==> run_1/floorplan.png <==
The bar under the picture is 50 µm long. Pins as bars on the die edge. Tap cells in gray.
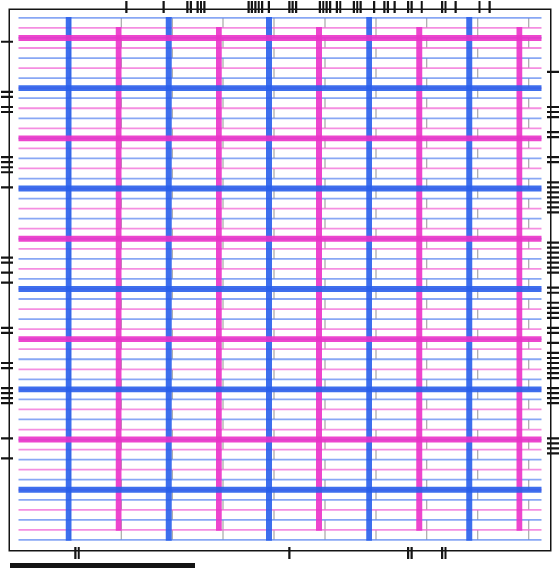
==> run_1/port_trees.png <==
The bar under the picture is 50 µm long.
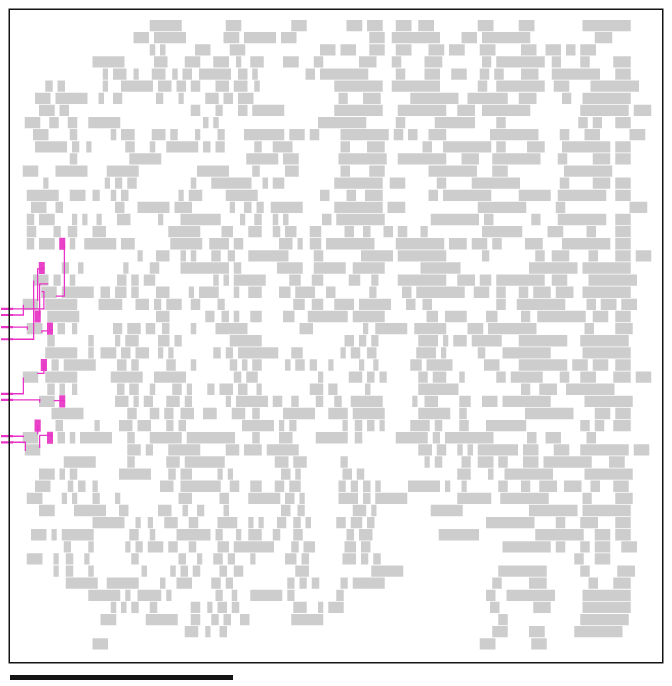
==> run_1/route_heat.png <==
The die is cut into 29 by 29 equal tiles; dark blue is low, red is high, scaled to the fullest tile. Values are wire area over tile area, all layers added.
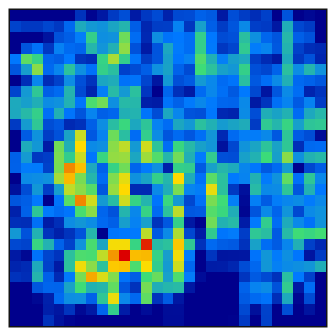
==> config.mk <==
export PLATFORM = sky130hd
export DESIGN_NAME = final_frame_reader
export DESIGN_NICKNAME = d
export VERILOG_FILES = /design/src/rtl/final_frame_reader_pkg.sv /design/src/rtl/final_frame_reader_fifo2.sv /design/src/rtl/final_frame_reader.sv
export SDC_FILE = /design/constraint.sdc
export NUM_CORES = 1
export LEC_CHECK = 0
export CAP_MARGIN = 5
export CELL_PAD_IN_SITES_DETAIL_PLACEMENT = 1
export CELL_PAD_IN_SITES_GLOBAL_PLACEMENT = 1
export CORE_MARGIN = 2
export CORE_UTILIZATION = 35
export CTS_CLUSTER_DIAMETER = 120
export DETAILED_ROUTE_END_ITERATION = 8
export GPL_ROUTABILITY_DRIVEN = 0
export PLACE_DENSITY_LB_ADDON = 0.1
export SLEW_MARGIN = 0
export SYNTH_ARGS = -nofsm -noshare
export SYNTH_HDL_FRONTEND = slang
export SYNTH_SLANG_ARGS = --single-unit
==> constraint.sdc <==
create_clock -name clk -period 3.87 [get_ports clk]
set_input_delay 0.774 -clock clk [delete_from_list [all_inputs] [get_ports clk]]
set_output_delay 0.774 -clock clk [all_outputs]
set_load 0.005 [all_outputs]
==> CHANGELOG.md <==
### Changed

- Die area: 21400 µm²
- Post-synth net total: 772
- Reg clk slew, reported paths: roughly 60 ps
- Net count, final: approximately 870
- Most frequent cells after synthesis: 77 x and2_1, 72 x dfxtp_1, 72 x edfxtp_1, 69 x nand2_1, 48 x a21oi_1
- Pwr/cell area: between 400 and 500 nW/µm²
- Hold_ws: 478 ps
- Insertion delay at the late pin of the worst-skew pair: about 420 ps
- CTS Hold Bufs: 0
- Root buf cell: clkbuf_16
- Async S/R FF share, synth: 0%
- Crit-path leading delay family: buffers and inverters
- Post-synthesis sequential area ratio: between 50% and 60%
- Levels on crit path: 9
- Antenna violations before repair: 0
- Worst hold path class: reg2reg
- CP Cell Sequence: clkdlybuf4s50_1, and2_1, ha_1, nand2b_1, xnor2_2, mux2i_2, nand2_1, inv_1, dlygate4sd2_1
- First-pass GRT wire length: roughly 31000 µm
- R2R setup slack: ~550 ps
- # Cells Yosys: 713
- Peak Freq: 280 MHz
- Dpl hpwl: 13200 µm
- Syn Inst Count: between 700 and 800
- Vias/cell: 5.19
- Outcome: finished clean
- Synthesized area: 7090 µm²
- Predominant post-synthesis flop cell: edfxtp_1
- Vias in the first global route: 6160
- TritonCTS clock tree: done
- Iteration-0 DRC count of the detailed router: approximately 220
- Final tally of hold violations: 0
- DRC viols: 0
- Dpl ws: -55.3 ps
- R2R depth: 12
- Synth top cell by count: and2_1
- Largest net degree at the start of global routing: 37
- OpenROAD warnings: 28
- Total CTS buffers: 17
- Pre-Place Util: 35.4%
- Distinct lib cells used: 61
- Max-Cap Viols: 0
- Critical Path AT: approximately 2800 ps
- P&R area growth vs syn: 29.2%
- Row Count: roughly 52
- Share of cells above drive strength 1: about an eighth
- Num Clock Sinks: 144
- Avg Cell Area, Syn: 9.94 µm²
- Yosys warns: 0
- H-tree depth: 4
- Gr ovfl total: 0
- Worst Max-Slew Pin Slew: ~900 ps
- Critical path fanouts, max: 3
- Critical Path Sink Type: output pin
- Crit start category: input port
- Synth area leader: edfxtp_1
- EDFF count, synth: 72
- Crit path DRT: slightly above 3000 ps
- CTS Buffer Depth: 2
- Clock Skews: 11.1 ps
- Slowest stage delay, CP: 500 ps
- Setup ws final: 302 ps
- Slowest cell on the critical path: clkdlybuf4s50_1
- RSZ-0062 raised after global routing: no
- Worst Hold Depth: 2
- Top area cell types: edfxtp_1 31%, dfxtp_1 20%, and2_1 6.8%, mux2_2 5.7%, nand2_1 3.7%
- Ys flops: 144
- Diode count: 0
- Largest register FFs: 72
- Chip Area, Yosys: just over 7000 µm²
- Area share, top type: a little under a third
- Leakage power figure: 3.24 nW
- Slew Limit Headroom: 40.1%
- Final Max Tran Viols: 0
- Routed Antenna Nets: 0
- WS Path Type: in2out
- Final Critical Period: 3570 ps
- Buf+Inv Stages, Crit Path: 3
- Period utilisation layout: 92.2%
- Setup violators final: 0
- Pre-antenna DRT Iters: 4
About floorplan.png:
- VSS: blue
- VDD: magenta
- signal pins: 113
- met4 straps: 10
- met1 rails: 53
- rows: 52
Die Y: 146 µm
worst vdd ir: 0.336 mV
CORE AREA: 20000 µm²
Die X: 146 µm

About port_trees.png:
- `pic_width_in_mbs_minus1`: magenta (direction input; end cells 8; wire 108 µm)
IO Port Bufs: 112
I/O pins: 113

About route_heat.png:
- nearly empty tiles: 11%
- densest ninth of the die: center
- fullest tile: 0.51
drt wl/cell: 17.2 µm
vias after detailed routing: 5700
Total GRT Usage: 18.3%
routed wire length: 18900 µm

## run 1: report_power, final
group / internal (mW) / total [mW] / switching, mW
combinational: 0.456 / 0.804 / 0.348
sequential: 1.70 / 1.80 / 0.0971
clock: 1.15 / 1.81 / 0.660
## run 1: area by class of cell
| cell class | count | area [µm²] |
|---|---|---|
| fill | 2256 | 10900 |
| sequential | 144 | 3600 |
| multi-input combinational | 498 | 3210 |
| timing repair buffer | 128 | 1260 |
| clock buffer | 19 | 433 |
| tap | 270 | 338 |
| clock inverter | 13 | 208 |
| inverter | 26 | 97.6 |
## run 1: logic make-up (layout without fill, tap and decap cells)
| group | after synthesis | count (layout) | synth area share, % |
|---|---|---|---|
| simple gates | 299 | 299 | 22.9 |
| flops | 144 | 144 | 50.8 |
| compound gates | 124 | 124 | 10.9 |
| buf+inv | 71 | 186 | 4.33 |
| mux | 40 | 40 | 6.36 |
| xor+xnor | 28 | 28 | 3.46 |
| fa+ha+maj | 7 | 7 | 1.24 |
## run 1: metal layers
layer	GRT usage, %	part of all wire [%]	vias to the layer above
met5	0	0	-
met4	6.31	1.4	0
met3	3.09	3.4	18
met2	33.0	51	114
met1	21.9	44	2828
li1	-	-	2740
## run 1: worst register-to-register path, delay by kind of cell, from the launching register on
kind / cells / cell delay (ps)
AOI/OAI and AO/OA: 2 / 220
xor gates and xnor gates: 1 / 170
adders and majority gates: 1 / 280
buffers and inverters: 2 / 260
DFF: 1 / 370
muxes: 1 / 310
and+or+nand+nor: 5 / 1620
## run 1: repair_timing
action                                  4_1_cts  5_1_grt
gates resized                                 3        0
setup buffers                                 1        0
endpoints found under the setup margin        1        0
## run 1: placed cells by master, fill, tap and decap left out, drive strengths merged, types with 18 or more instances in the layout
cell           Yosys  layout
clkdlybuf4s50      0     110
and2              77      77
edfxtp            72      72
dfxtp             72      72
nand2             69      69
a21oi             48      48
mux2              37      37
nor2              36      36
inv               26      29
o21ai             28      28
nor3              25      25
nand3             21      21
clkbuf            32      19
xnor2             18      18
## run 1: through the flow
step | std cells | util [%] | area [µm²] | setup TNS (ps) | power (mW)
global placement | 1065 | 42.4 | 8500 | 0 | 2.61
floorplan | 713 | - | 7090 | 0 | 2.20
detailed placement | 1065 | 42.4 | 8500 | -55.3 | 2.64
CTS | 1098 | 45.7 | 9150 | 0 | 4.47
finish | 1098 | 45.7 | 9150 | 0 | 4.41
global route | 1098 | 45.7 | 9150 | 0 | 4.60
Power and IR drop assume default switching activity.
